[src/rtl/output_port_bank_if.sv]
// Processor data-bus view of the output port bank: write/read strobes,
// byte address and write data from the bus master; registered readback
// data and its one-cycle qualifier from the bank.
//   we, re    : write / read strobes, sampled each rising edge
//   address   : byte address (ADDR_W bits)
//   data_in   : write data (DATA_W bits)
//   data_out  : registered readback data
//   rd_valid  : one-cycle strobe qualifying data_out
interface output_port_bank_if #(
  parameter int unsigned ADDR_W = 8,
  parameter int unsigned DATA_W = 8
);
  logic              we;
  logic              re;
  logic [ADDR_W-1:0] address;
  logic [DATA_W-1:0] data_in;
  logic [DATA_W-1:0] data_out;
  logic              rd_valid;

  modport master (output we, re, address, data_in, input data_out, rd_valid);
  modport slave  (input we, re, address, data_in, output data_out, rd_valid);
endinterface

[src/rtl/output_port_bank.sv]
// Memory-mapped bank of up to eight output ports in a 32-byte window.
// Offset bits [4:3] pick overwrite/set/clear/toggle, bits [2:0] pick the port.
// Ports selected by PULSE_MASK auto-clear PULSE_LEN cycles after the last write.
//   clk, reset   : clock, synchronous active-high reset
//   bus          : processor bus (slave side)
//   port_out     : flat port values, port i at [i*DATA_W +: DATA_W]
//   port_changed : one-cycle strobe per port when its value changed
module output_port_bank #(
  parameter int unsigned       NUM_PORTS  = 4,
  parameter int unsigned       DATA_W     = 8,
  parameter int unsigned       ADDR_W     = 8,
  parameter logic [ADDR_W-1:0] BASE_ADDR  = ADDR_W'(8'hE0),
  parameter logic [7:0]        PULSE_MASK = 8'h00,
  parameter int unsigned       PULSE_LEN  = 16
) (
  input  logic                        clk,
  input  logic                        reset,
  output_port_bank_if.slave           bus,
  output logic [NUM_PORTS*DATA_W-1:0] port_out,
  output logic [NUM_PORTS-1:0]        port_changed
);

  localparam int unsigned CNT_W = $clog2(PULSE_LEN + 1);

  logic [DATA_W-1:0]    port_q [NUM_PORTS];
  logic [DATA_W-1:0]    port_d [NUM_PORTS];
  logic [CNT_W-1:0]     cnt_q  [NUM_PORTS];
  logic [CNT_W-1:0]     cnt_d  [NUM_PORTS];
  logic [DATA_W-1:0]    wr_val [NUM_PORTS];
  logic [NUM_PORTS-1:0] hit;
  logic [NUM_PORTS-1:0] changed_q, changed_d;
  logic [DATA_W-1:0]    data_out_q, data_out_d;
  logic                 rd_valid_q, rd_valid_d;
  logic [DATA_W-1:0]    rd_val;
  logic                 in_win;
  logic [1:0]           op;
  logic [2:0]           idx;

  // Window is 32-aligned, so the low five address bits are the offset.
  assign in_win = (bus.address[ADDR_W-1:5] == BASE_ADDR[ADDR_W-1:5]);
  assign op     = bus.address[4:3];
  assign idx    = bus.address[2:0];

  // Readback mux: unimplemented indices and out-of-window reads give 0.
  always_comb begin
    rd_val = '0;
    for (int i = 0; i < int'(NUM_PORTS); i++) begin
      if (in_win && idx == 3'(i)) rd_val = port_q[i];
    end
    rd_valid_d = bus.re;
    data_out_d = bus.re ? rd_val : data_out_q;
  end

  // Per-port write value for the decoded operation.
  always_comb begin
    for (int i = 0; i < int'(NUM_PORTS); i++) begin
      hit[i] = bus.we && in_win && (idx == 3'(i));
      case (op)
        2'd0:    wr_val[i] = bus.data_in;
        2'd1:    wr_val[i] = port_q[i] | bus.data_in;
        2'd2:    wr_val[i] = port_q[i] & ~bus.data_in;
        default: wr_val[i] = port_q[i] ^ bus.data_in;
      endcase
    end
  end

  // Port next state: a write beats expiry; counters only ever load on pulse ports.
  always_comb begin
    for (int i = 0; i < int'(NUM_PORTS); i++) begin
      port_d[i] = port_q[i];
      cnt_d[i]  = cnt_q[i];
      if (hit[i]) begin
        port_d[i] = wr_val[i];
        cnt_d[i]  = (PULSE_MASK[i] && (wr_val[i] != '0)) ? CNT_W'(PULSE_LEN) : '0;
      end else if (cnt_q[i] == CNT_W'(1)) begin
        port_d[i] = '0;
        cnt_d[i]  = '0;
      end else if (cnt_q[i] != '0) begin
        cnt_d[i]  = cnt_q[i] - CNT_W'(1);
      end
      changed_d[i] = (port_d[i] != port_q[i]);
    end
  end

  always_ff @(posedge clk) begin
    if (reset) begin
      for (int i = 0; i < int'(NUM_PORTS); i++) begin
        port_q[i] <= '0;
        cnt_q[i]  <= '0;
      end
      changed_q  <= '0;
      data_out_q <= '0;
      rd_valid_q <= 1'b0;
    end else begin
      for (int i = 0; i < int'(NUM_PORTS); i++) begin
        port_q[i] <= port_d[i];
        cnt_q[i]  <= cnt_d[i];
      end
      changed_q  <= changed_d;
      data_out_q <= data_out_d;
      rd_valid_q <= rd_valid_d;
    end
  end

  for (genvar g = 0; g < int'(NUM_PORTS); g++) begin : g_flat
    assign port_out[g*DATA_W +: DATA_W] = port_q[g];
  end

  assign port_changed = changed_q;
  assign bus.data_out = data_out_q;
  assign bus.rd_valid = rd_valid_q;

endmodule

[src/flat_wrapper.sv]
// flat-port wrapper written by rule: the top's interface ports become plain ports
module output_port_bank_flat 
#(
  parameter int unsigned       NUM_PORTS  = 4,
  parameter int unsigned       DATA_W     = 8,
  parameter int unsigned       ADDR_W     = 8,
  parameter logic [ADDR_W-1:0] BASE_ADDR  = ADDR_W'(8'hE0),
  parameter logic [7:0]        PULSE_MASK = 8'h00,
  parameter int unsigned       PULSE_LEN  = 16
)
  (clk, reset, port_out, port_changed, bus_we, bus_re, bus_address, bus_data_in, bus_data_out, bus_rd_valid);
  output_port_bank_if #(.ADDR_W(ADDR_W), .DATA_W(DATA_W)) bus_i ();
  input  logic clk;
  input  logic reset;
  output logic [NUM_PORTS*DATA_W-1:0] port_out;
  output logic [NUM_PORTS-1:0] port_changed;
  input wire logic [$bits(bus_i.we)-1:0] bus_we;
  input wire logic [$bits(bus_i.re)-1:0] bus_re;
  input wire logic [$bits(bus_i.address)-1:0] bus_address;
  input wire logic [$bits(bus_i.data_in)-1:0] bus_data_in;
  output wire logic [$bits(bus_i.data_out)-1:0] bus_data_out;
  output wire logic [$bits(bus_i.rd_valid)-1:0] bus_rd_valid;
  assign bus_i.we = bus_we;
  assign bus_i.re = bus_re;
  assign bus_i.address = bus_address;
  assign bus_i.data_in = bus_data_in;
  assign bus_data_out = bus_i.data_out;
  assign bus_rd_valid = bus_i.rd_valid;
  output_port_bank #(.NUM_PORTS(NUM_PORTS), .DATA_W(DATA_W), .ADDR_W(ADDR_W), .BASE_ADDR(BASE_ADDR), .PULSE_MASK(PULSE_MASK), .PULSE_LEN(PULSE_LEN)) u_core (.clk(clk), .reset(reset), .bus(bus_i), .port_out(port_out), .port_changed(port_changed));
endmodule
[config.mk]
export PLATFORM = sky130hd
export DESIGN_NAME = output_port_bank_flat
export DESIGN_NICKNAME = d
export VERILOG_FILES = /design/src/rtl/output_port_bank_if.sv /design/src/rtl/output_port_bank.sv /design/src/flat_wrapper.sv
export SDC_FILE = /design/constraint.sdc
export NUM_CORES = 1
export LEC_CHECK = 0
export CAP_MARGIN = 25
export CORE_ASPECT_RATIO = 0.8
export CORE_MARGIN = 1.5
export CORE_UTILIZATION = 40
export DETAILED_ROUTE_END_ITERATION = 8
export PLACE_DENSITY_LB_ADDON = 0.2
export SLEW_MARGIN = 15
export SYNTH_ARGS = -nofsm -noshare
export SYNTH_HDL_FRONTEND = slang
export SYNTH_SLANG_ARGS = --single-unit
[constraint.sdc]
create_clock -name clk -period 6.6 [get_ports clk]
set_clock_uncertainty 0.1 [all_clocks]
set_input_delay 1.98 -clock clk [delete_from_list [all_inputs] [get_ports clk]]
set_output_delay 1.98 -clock clk [all_outputs]
set_load 0.02 [all_outputs]
==> flow_summary_export.csv, run 1 <==
group,metric,value,unit
synthesis,ys_types,52,
sta,fin_crit_sh,65.5,%
global_route,antenna_found_initial,0,
global_route,grt_use_total,22.1,%
global_route,busiest_layer,"met2",
synthesis,synth-edff-count,0,
cts,cts_tree,"done",
place,port_buffers,64,
worst_setup_path,ff2ff_path_depth,7,
route,drc,0,
worst_setup_path,path_max_fanout,9,
synthesis,synthesis.area,0.00529,mm2
flow_run,max-cap-violations,0,
layout,diodes,0,
route,vias,4828,
power_and_ir_drop,p_per_area,223,mW/mm2
worst_setup_path,cp-end-kind,"flip-flop",
layout,syn_to_final_growth,20.7,%
layout,n_fill_cell,1252,
synthesis,ys_warn_count,0,
cts,clock_path_buffers,2,
global_route,grt_max_degree,60,
cts,cts.sinks,65,
route,wirelength,15000,um
route,ant_nets,0,
synthesis,ys_area,0.00529,mm2
min_path,hold_path_class,"reg2reg",
cts,clkTransAtPathRegs,50,ps
synthesis,fp_nets,711,
cts,clock_tree.root_cell,"clkbuf_16",
min_path,hp-start,"u_core.cnt_q[0][4]",
floorplan,coreArea,0.0129,mm2
worst_setup_path,required,6710,ps
synthesis,ys_async_sr_fraction,0,%
floorplan,io_pins,65,
sta,slew_headroom,31.9,%
min_path,hold_path_depth,2,
floorplan,fp.dieH,106,um
synthesis,ys_seq_elements,65,
cts,cts_buffers,9,
layout,fin_nets,765,
floorplan,fp_util,41.1,%
sta,maxSlewViolCount,0,
worst_setup_path,r2r_start,"u_core.port_q[1][0]",
power_and_ir_drop,vdd_drop_max,0.194,mV
global_route,grt_pass1_wl,24300,um
sta,rsz0062_at_grt,"no",
floorplan,die_area,0.0139,mm2
synthesis,yosys.stat.seqShare,24.6,%
route,dr.pass1.iters,5,
synthesis,syn_area_per_cell,8.60,um2
global_route,use_met3,4.81,%
sta,period_minus_slack,4320,ps
global_route,met2_usage,35.3,%
power_and_ir_drop,power_leakage,2.59,nW
floorplan,num_rows,37,
sta,setup_viol,0,
worst_setup_path,criticalPathCategory,"in2reg",
synthesis,netlist_instances,615,
sta,fin_tns_setup,0,ps
worst_setup_path,crit_path_start_kind,"input pin",
global_route,grt_pass1_vias,4590,
worst_setup_path,worstPathArrival,4440,ps
synthesis,ys_cells,615,
place,pre_cts_slack,1920,ps
sta,max_freq,231,MHz
route,vias_per_cell,5.69,
worst_setup_path,r2r-end,"u_core.port_changed[1]",
cts,cts_setup_buffers,0,
place,gp_congestion,0.917,
cts,cts_hold_buf,0,
sta,worstMarginPinSlew,1020,ps
sta,fin_ws,2280,ps
global_route,gr-total-overflow,0,
cts,insertion_delay,330,ps
layout,fin_cells,849,
flow_run,warning_count,66,
min_path,hold_path_end,"u_core.cnt_q[0][4]",
place,dp.final_hpwl,11200,um
worst_setup_path,reg2reg_slack,4100,ps
sta,hold_viol,0,
route,drt-initial-drc-count,385,
cts,cts_resized,0,
run_status,run_status,"finished, final reports clean",
route,wire_per_inst,17.7,um
synthesis,flop_cell,"dfxtp_1",
## run 1: cells in the final DEF, fill, tap and decap left out, types with 10 or more instances in the layout
master | netlist | final
ha_1 | 76 | 76
inv_1 | 69 | 69
dfxtp_1 | 65 | 65
clkdlybuf4s50_1 | 0 | 61
nor2_1 | 59 | 59
nand2_1 | 51 | 51
a21oi_1 | 49 | 49
a22oi_1 | 22 | 22
mux4_2 | 21 | 21
nor3_1 | 19 | 19
mux2i_1 | 18 | 18
o21ai_0 | 14 | 14
xnor2_1 | 14 | 14
nor2b_1 | 10 | 10
## run 1: routing by layer
metal  up-vias  part of all wire [%]
li1       2303                     -
met1      2322                    46
met2       181                    45
met3        22                   7.2
met4         0                   1.7
met5         -                     0
## run 1: metrics by stage
step,area [um2],power (W),util (%),hold slack [ps]
3_5_place_dp,6040,0.000917,46.9,414
4_1_cts,6360,0.00144,49.4,427
2_1_floorplan,5290,0.000819,-,381
5_1_grt,6390,0.00153,49.6,454
3_3_place_gp,6030,0.000897,46.9,396
6_report,6390,0.00143,49.6,420
## run 1: logic make-up after synthesis
group,Yosys count,share of synthesized area (%)
multiplexers,43,13.8
XOR/XNOR,17,2.82
flip-flops,65,24.6
AND-OR/OR-AND,147,18.4
buffers and inverters,99,8.02
AND/OR/NAND/NOR,168,14.5
adder cells (fa/ha/maj),76,18.0
## run 1: sequential cells by signal, summed over array words and instances (netlist names)
name and flops:
u_core.cnt_q 20, u_core.port_q 32, u_core.bus.rd_valid 1, u_core.bus.data_out 8
u_core.port_changed 4
## run 1: cell type report
type                    count  area [um2]  share of cell area [%]
inverters                  70         263                    4.11
well taps                 175         219                    3.43
flip-flops and latches     65        1300                    20.4
multi-input cells         451        3580                    56.0
clock buffers              11         243                    3.80
repair buffers             72         706                    11.1
clock inverters             5        78.8                    1.23
## run 1: synthesized netlist by cell type (all sizes together), types with 7 or more instances
cell      n  area share, %
nor2b    10            1.2
dfxtp    65             25
mux2i    18            3.4
mux4     23            9.9
a21oi    49            4.6
o22ai     7           0.83
o211ai    9            1.3
ha       76             18
o21ai    14            1.3
nand2    51            3.6
clkbuf   10           0.71
nor2     59            4.2
a2111oi   7            1.2
inv      70            5.0
buf      19            2.3
a22oi    22            3.1
xnor2    14            2.3
nor3     19            1.8
## run 1: power breakdown
group / internal [W] / total [W] / leakage, nW / switching (W)
Combinational: 0.000184 / 0.000436 / 1.90 / 0.000252
Clock: 0.000340 / 0.000514 / 0.159 / 0.000174
Sequential: 0.000437 / 0.000476 / 0.528 / 0.0000393
Total: 0.000961 / 0.00143 / 2.59 / 0.000465
## run 1: worst max-delay path, cell delays in order
cell,delay (ps)
clkdlybuf4s50_1,530
inv_1,180
ha_1,320
mux4_1,560
a221oi_1,350
o221ai_1,170
o31ai_1,260
o21bai_1,90
## run 1: worst max-delay path by stage
| stage | startpoint | endpoint |
|---|---|---|
| floorplan | bus_data_in[0] | u_core.port_changed[1] |
| global placement | bus_address[1] | u_core.port_changed[1] |
| detailed placement | bus_data_in[0] | u_core.port_changed[1] |
| CTS | bus_data_in[0] | u_core.port_changed[1] |
| global route | bus_data_in[0] | u_core.port_changed[1] |
| finish | bus_data_in[0] | u_core.port_changed[1] |
Fig. 1: run 1, metal 1
Bar = 50 um.
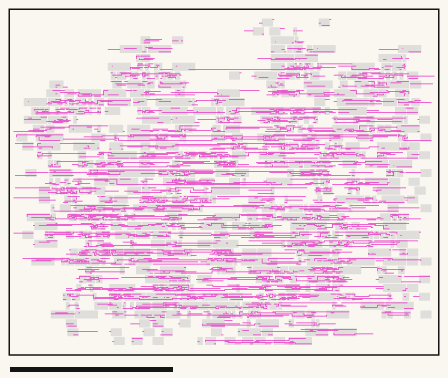
share of all routed wire = 46%
nets with wire on the layer = 660
main direction = horizontal
wire length on this layer = 6930 um

Fig. 2: run 1, met2 routing
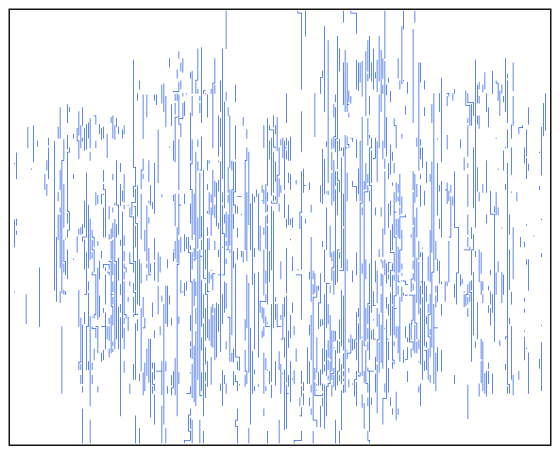
wire length on this layer = 6730 um
main direction = vertical
longest straight run = 62.6 um
nets with wire on the layer = 610
share of all routed wire = 45%

Fig. 3: run 1, metal 3
Bar = 50 um.
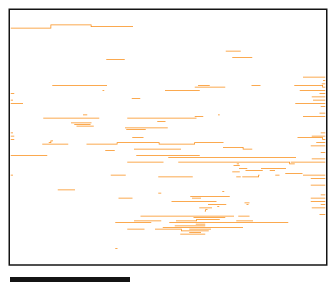
wire length on this layer = 1080 um
longest straight run = 52.9 um

## Run 2: what changed since run 1
==> constraint.sdc (replaced) <==
create_clock -name clk -period 3.8 [get_ports clk]
set_clock_uncertainty 0.1 [all_clocks]
set_input_delay 1.14 -clock clk [delete_from_list [all_inputs] [get_ports clk]]
set_output_delay 1.14 -clock clk [all_outputs]
set_load 0.02 [all_outputs]
==> flow_summary_export.csv, run 2 <==
group,metric,value,unit
sta,hold_viol,0,
floorplan,num_rows,37,
floorplan,coreArea,0.0129,mm2
synthesis,top_area_cell,"dfxtp_1",
global_route,gr-total-overflow,0,
place,dp.final_hpwl,11300,um
floorplan,fp.dieH,106,um
layout,syn_to_final_growth,22.5,%
power_and_ir_drop,p_switching,0.000818,W
sta,setup_viol,0,
synthesis,ys_top_logic_family,"AND-OR/OR-AND gates",
power_and_ir_drop,p_seq_share,33.1,%
floorplan,die_area,0.0139,mm2
worst_setup_path,worstPathArrival,3390,ps
power_and_ir_drop,p_sw_share,32.8,%
sta,slew_headroom,41.8,%
route,wirelength,15000,um
cts,cts.sinks,65,
power_and_ir_drop,power_leakage,2.65,nW
flow_run,max-cap-violations,0,
synthesis,ys_warn_count,0,
worst_setup_path,required,3880,ps
sta,rsz0062_at_grt,"no",
sta,fin_tns_setup,0,ps
layout,lay_top_cells,"76 x ha_1, 69 x inv_1, 65 x dfxtp_1",
worst_setup_path,path_max_fanout,9,
power_and_ir_drop,p_per_area,384,mW/mm2
synthesis,ys_cells,615,
synthesis,xor_area_share,2.82,%
synthesis,synth.most_common_cell,"ha_1",
synthesis,synth_top_area_share,24.6,%
layout,layout_top_cell,"ha_1",
sta,worstMarginPinSlew,872,ps
worst_setup_path,criticalPathCategory,"in2reg",
min_path,hold_path_class,"reg2reg",
global_route,grt_max_degree,39,
route,ant_nets,0,
layout,utilization,50.4,%
synthesis,ys_sh_adder,18.0,%
synthesis,synth-edff-count,0,
synthesis,flop_cell,"dfxtp_1",
synthesis,aoi_share,18.4,%
route,drc,0,
floorplan,fp_util,41.1,%
synthesis,fp_nets,711,
layout,fin_nets,780,
synthesis,synthesis.area,0.00529,mm2
sta,maxSlewViolCount,0,
global_route,grt_pass1_wl,24400,um
route,drt-initial-drc-count,309,
floorplan,io_pins,65,
place,gp_congestion,0.896,
layout,diodes,0,
global_route,grt_pass1_vias,4608,
worst_setup_path,cp-end-kind,"flip-flop",
power_and_ir_drop,p_int,0.00167,W
global_route,antenna_found_initial,0,
cts,cts_hold_buf,0,
global_route,grt_use_total,22.2,%
synthesis,mux_share,13.8,%
cts,cts_setup_buffers,0,
cts,cts_buffers,9,
synthesis,area_leaders,"dfxtp_1 25%, ha_1 18%, mux4_2 8.9%",
place,port_buffers,64,
worst_setup_path,crit_path_start_kind,"input pin",
cts,cts_tree,"done",
synthesis,ys_sh_simple,14.5,%
synthesis,ys_async_sr_fraction,0,%
synthesis,ys_seq_elements,65,
layout,top_register,"u_core.port_q",
power_and_ir_drop,clkPwrFrac,36.1,%
flow_run,warning_count,66,
power_and_ir_drop,vdd_drop_max,0.257,mV
power_and_ir_drop,power_frac_comb,30.8,%
layout,n_fill_cell,1247,
layout,largest_reg_flops,32,
sta,max_freq,303,MHz
route,vias_per_cell,5.55,
synthesis,ys_area,0.00529,mm2
sta,period_minus_slack,3300,ps
synthesis,syn_area_per_cell,8.60,um2
cts,clock_tree.root_cell,"clkbuf_16",
route,dr.pass1.iters,7,
synthesis,netlist_instances,615,
synthesis,synthTopCellsByCount,"76 x ha_1, 69 x inv_1, 65 x dfxtp_1, 59 x nor2_1, 51 x nand2_1",
route,wire_per_inst,17.4,um
run_status,run_status,"finished, final reports clean",
cts,clock_path_buffers,2,
synthesis,ys_types,52,
cts,clkTransAtPathRegs,60,ps
sta,fin_crit_sh,86.9,%
synthesis,yosys.stat.seqShare,24.6,%
route,vias,4789,
cts,cts_resized,0,
run 2: cell counts after synthesis:
No cell type changed its count.
run 2: logic make-up after synthesis:
group	Yosys count
DFF	65
and+or+nand+nor	168
AOI/OAI and AO/OA	147
buffers and inverters	99
muxes	43
adders and majority gates	76
xor gates and xnor gates	17
run 2: area by class of cell:
cell class | count | area (um2) | share of cell area [%]
clock buffer | 12 | 246 | 3.80
clock inverter | 3 | 65.1 | 1.00
inverter | 70 | 263 | 4.05
multi-input combinational | 451 | 3580 | 55.2
sequential | 65 | 1300 | 20.1
tap | 175 | 219 | 3.38
timing repair buffer | 87 | 811 | 12.5
run 2: routing by layer:
metal	up-vias	share of wire (%)	GRT usage, %
met4	0	1.0	5.95
met1	2275	47	30.4
met2	165	45	35.6
met3	13	6.2	4.67
met5	-	0	0
li1	2336	-	-
run 2: per-stage QoR:
step	cell area [um2]	setup WS [ps]	hold WS, ps	power, W	instances
after floorplan	5290	757	381	0.00142	615
after global placement	6150	216	397	0.00156	847
after detailed placement	6170	133	406	0.00160	848
after CTS	6480	486	421	0.00251	863
after global routing	6480	295	445	0.00265	863
final	6480	497	415	0.00249	863
run 2: critical path, cell delays in order:
cell and delay (ps):
clkdlybuf4s50_1 540, inv_1 210, ha_1 340, inv_1 30, mux4_2 470, a22oi_1 210, o211ai_1 110, a211oi_1 210
a311oi_1 120
run 2: final timing paths:
check,start,slack (ps),to,cells after the start
min,u_core.cnt_q[1][1],410,u_core.cnt_q[1][1],2
max reg2reg,u_core.port_q[1][0],1280,u_core.port_changed[1],7
max,bus_data_in[4],500,u_core.port_changed[0],9
min reg2reg,u_core.cnt_q[1][1],410,u_core.cnt_q[1][1],2
run 2: power by group through the flow:
| stage | registers [W] | logic (W) | clock network [W] |
|---|---|---|---|
| 6_report | 0.000825 | 0.000768 | 0.000899 |
| 5_1_grt | 0.000838 | 0.000871 | 0.000943 |
| 4_1_cts | 0.000825 | 0.000771 | 0.000915 |
| 3_5_place_dp | 0.000839 | 0.000764 | 0 |
| 3_3_place_gp | 0.000836 | 0.000729 | 0 |
| 2_1_floorplan | 0.000828 | 0.000594 | 0 |
Fig. 4: run 2, metal 1
Bar = 50 um.
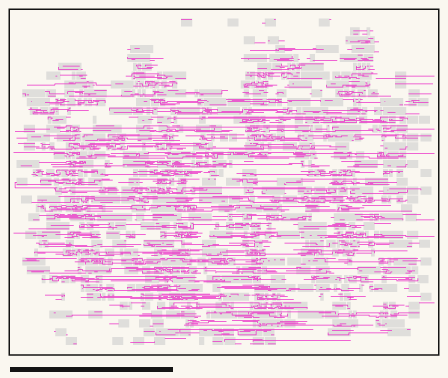
nets with wire on the layer = 679
longest straight run = 49.7 um
main direction = horizontal
wire length on this layer = 7110 um
share of all routed wire = 47%

Fig. 5: run 2, metal 3
Bar = 50 um.
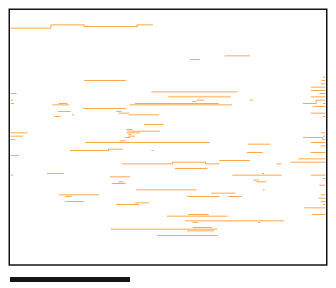
nets with wire on the layer = 83
longest straight run = 51.5 um
main direction = horizontal
wire length on this layer = 937 um
share of all routed wire = 6.2%

## Run 3: what changed since run 2
--- a/config.mk
+++ b/config.mk
@@ -11,6 +11,7 @@
 export CORE_UTILIZATION = 40
 export DETAILED_ROUTE_END_ITERATION = 8
 export PLACE_DENSITY_LB_ADDON = 0.2
+export SKIP_LAST_GASP = 1
 export SLEW_MARGIN = 15
 export SYNTH_ARGS = -nofsm -noshare
 export SYNTH_HDL_FRONTEND = slang
Fig. 6: run 3, metal 3
Bar = 50 um.
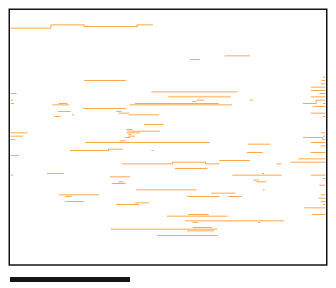
share of all routed wire = 6.2%
wire length on this layer = 937 um
longest straight run = 51.5 um
main direction = horizontal
grt met3 use: 4.67%
WL final: 15000 um
vias post-DR: 4789

Fig. 7: run 3, clock routing
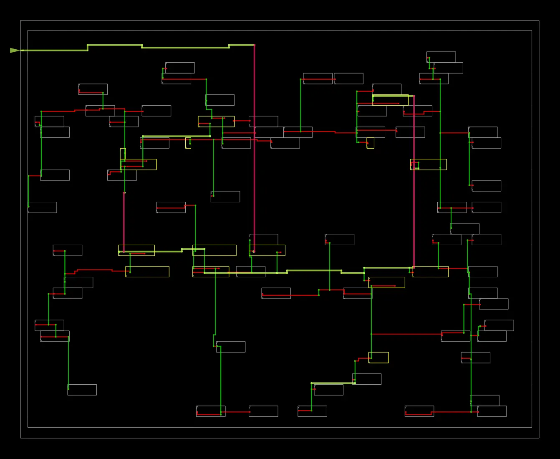
clk latency late pin: 340 ps
Num CTS Buffers: 9
CTS sink cnt: 65
clock buffers: 12
flip-flops: 65

==> flow_summary_export.csv, run 3 <==
group,metric,value,unit
run_status,run_status,"finished, final reports clean",
power_and_ir_drop,vdd_drop_max,0.257,mV
worst_setup_path,cp-end-kind,"flip-flop",
cts,cts_tree,"done",
min_path,hold_path_class,"reg2reg",
synthesis,ys_seq_elements,65,
synthesis,ys_warn_count,0,
synthesis,top_area_cell,"dfxtp_1",
layout,syn_to_final_growth,22.5,%
power_and_ir_drop,clkPwrFrac,36.1,%
synthesis,ys_types,52,
sta,max_freq,303,MHz
synthesis,flop_cell,"dfxtp_1",
synthesis,area_leaders,"dfxtp_1 25%, ha_1 18%, mux4_2 8.9%",
synthesis,syn_area_per_cell,8.60,um2
flow_run,warning_count,66,
floorplan,die_area,0.0139,mm2
sta,setup_viol,0,
sta,period_minus_slack,3300,ps
floorplan,fp_util,41.1,%
worst_setup_path,reg2reg_slack,1280,ps
cts,cts_max_level,3,
sta,rsz0062_at_grt,"no",
layout,diodes,0,
synthesis,fp_nets,711,
power_and_ir_drop,p_sw_share,32.8,%
sta,maxSlewViolCount,0,
place,gp_congestion,0.896,
layout,largest_reg_flops,32,
min_path,hold_path_end,"u_core.cnt_q[1][1]",
floorplan,coreArea,0.0129,mm2
cts,cts_resized,0,
worst_setup_path,crit_path_start_kind,"input pin",
sta,slew_headroom,41.8,%
flow_run,max-cap-violations,0,
synthesis,synth.most_common_cell,"ha_1",
global_route,grt_max_degree,39,
power_and_ir_drop,p_seq_share,33.1,%
global_route,grt_pass1_vias,4608,
sta,hold_viol,0,
power_and_ir_drop,power_frac_comb,30.8,%
synthesis,synthTopCellsByCount,"76 x ha_1, 69 x inv_1, 65 x dfxtp_1, 59 x nor2_1, 51 x nand2_1",
worst_setup_path,criticalPathCategory,"in2reg",
place,port_buffers,64,
floorplan,die_x,132,um
worst_setup_path,path_max_fanout,9,
global_route,grt_pass1_wl,24400,um
route,ant_nets,0,
synthesis,netlist_instances,615,
worst_setup_path,required,3880,ps
layout,layout-drive-gt1-share,9.88,%
route,dr.pass1.iters,7,
sta,fin_tns_setup,0,ps
floorplan,num_rows,37,
cts,clock_path_buffers,2,
layout,utilization,50.4,%
power_and_ir_drop,p_switching,0.000818,W
synthesis,synthesis.area,0.00529,mm2
cts,clock_tree.root_cell,"clkbuf_16",
global_route,antenna_found_initial,0,
layout,lay_top_cells,"76 x ha_1, 69 x inv_1, 65 x dfxtp_1",
layout,layout_top_cell,"ha_1",
cts,cts_hold_buf,0,
route,drt-initial-drc-count,309,
route,wire_per_inst,17.4,um
sta,fin_crit_sh,86.9,%
global_route,gr-total-overflow,0,
synthesis,ys_async_sr_fraction,0,%
worst_setup_path,ff2ff_path_depth,7,
synthesis,ys_cells,615,
synthesis,ys_area,0.00529,mm2
power_and_ir_drop,p_per_area,384,mW/mm2
place,dp.final_hpwl,11300,um
sta,worstMarginPinSlew,872,ps
synthesis,yosys.stat.seqShare,24.6,%
cts,clkTransAtPathRegs,60,ps
worst_setup_path,r2r-end,"u_core.port_changed[1]",
global_route,grt_use_total,22.2,%
min_path,hold_path_depth,2,
power_and_ir_drop,power_leakage,2.65,nW
floorplan,fp.dieH,106,um
floorplan,io_pins,65,
synthesis,synth_top_area_share,24.6,%
power_and_ir_drop,p_int,0.00167,W
synthesis,synth-edff-count,0,
route,vias_per_cell,5.55,
layout,top_register,"u_core.port_q",
min_path,hp-start,"u_core.cnt_q[1][1]",
worst_setup_path,worstPathArrival,3390,ps
cts,cts_setup_buffers,0,
route,drc,0,
worst_setup_path,r2r_start,"u_core.port_q[1][0]",
layout,fin_nets,780,
## run 3: cell counts after synthesis
Identical to the previous run, type by type.
## run 3: how the worst max path moves through the flow
stage	start	to	slack, ps	cells past startpoint
floorplan	bus_data_in[0]	u_core.port_changed[1]	760	7
global placement	bus_data_in[4]	u_core.port_changed[0]	220	9
detailed placement	bus_data_in[4]	u_core.port_changed[0]	130	9
CTS	bus_data_in[4]	u_core.port_changed[0]	490	9
global route	bus_data_in[4]	u_core.port_changed[0]	290	9
finish	bus_data_in[4]	u_core.port_changed[0]	500	9
## run 3: worst max-delay path, stage by stage
cell	delay, ps
clkdlybuf4s50_1	540
inv_1	210
ha_1	340
inv_1	30
mux4_2	470
a22oi_1	210
o211ai_1	110
a211oi_1	210
a311oi_1	120
## run 3: routing by layer
layer  routed length (um)  up-vias  track usage (%)
li1                     -     2336                -
met1                 7110     2275             30.4
met4                  157        0             5.95
met2                 6830      165             35.6
met5                    0        -                0
met3                  936       13             4.67
## run 3: layout make-up
| cell class | instances | area, um2 |
|---|---|---|
| fill | 1247 | 6390 |
| multi-input combinational | 451 | 3580 |
| sequential | 65 | 1300 |
| timing repair buffer | 87 | 811 |
| inverter | 70 | 263 |
| clock buffer | 12 | 246 |
| tap | 175 | 219 |
| clock inverter | 3 | 65.1 |
## run 3: power groups by stage
stage / Clock, W / Sequential [W] / Combinational [W]
2_1_floorplan: 0 / 0.000828 / 0.000594
3_3_place_gp: 0 / 0.000836 / 0.000729
3_5_place_dp: 0 / 0.000839 / 0.000764
4_1_cts: 0.000915 / 0.000825 / 0.000771
5_1_grt: 0.000943 / 0.000838 / 0.000871
6_report: 0.000899 / 0.000825 / 0.000768
## run 3: stage by stage
step / total power (W) / setup slack [ps] / std cells / hold WS [ps] / area [um2]
2_1_floorplan: 0.00142 / 757 / 615 / 381 / 5290
3_3_place_gp: 0.00156 / 216 / 847 / 397 / 6150
3_5_place_dp: 0.00160 / 133 / 848 / 406 / 6170
4_1_cts: 0.00251 / 486 / 863 / 421 / 6480
5_1_grt: 0.00265 / 295 / 863 / 445 / 6480
6_report: 0.00249 / 497 / 863 / 415 / 6480
## run 3: kinds of logic after synthesis
family,Yosys count,synth area share [%]
flip-flops,65,24.6
XOR/XNOR,17,2.82
buffers and inverters,99,8.02
AND-OR/OR-AND,147,18.4
adder cells (fa/ha/maj),76,18.0
AND/OR/NAND/NOR,168,14.5
multiplexers,43,13.8
Power figures rest on the tool's default switching activity, not on a simulated workload.
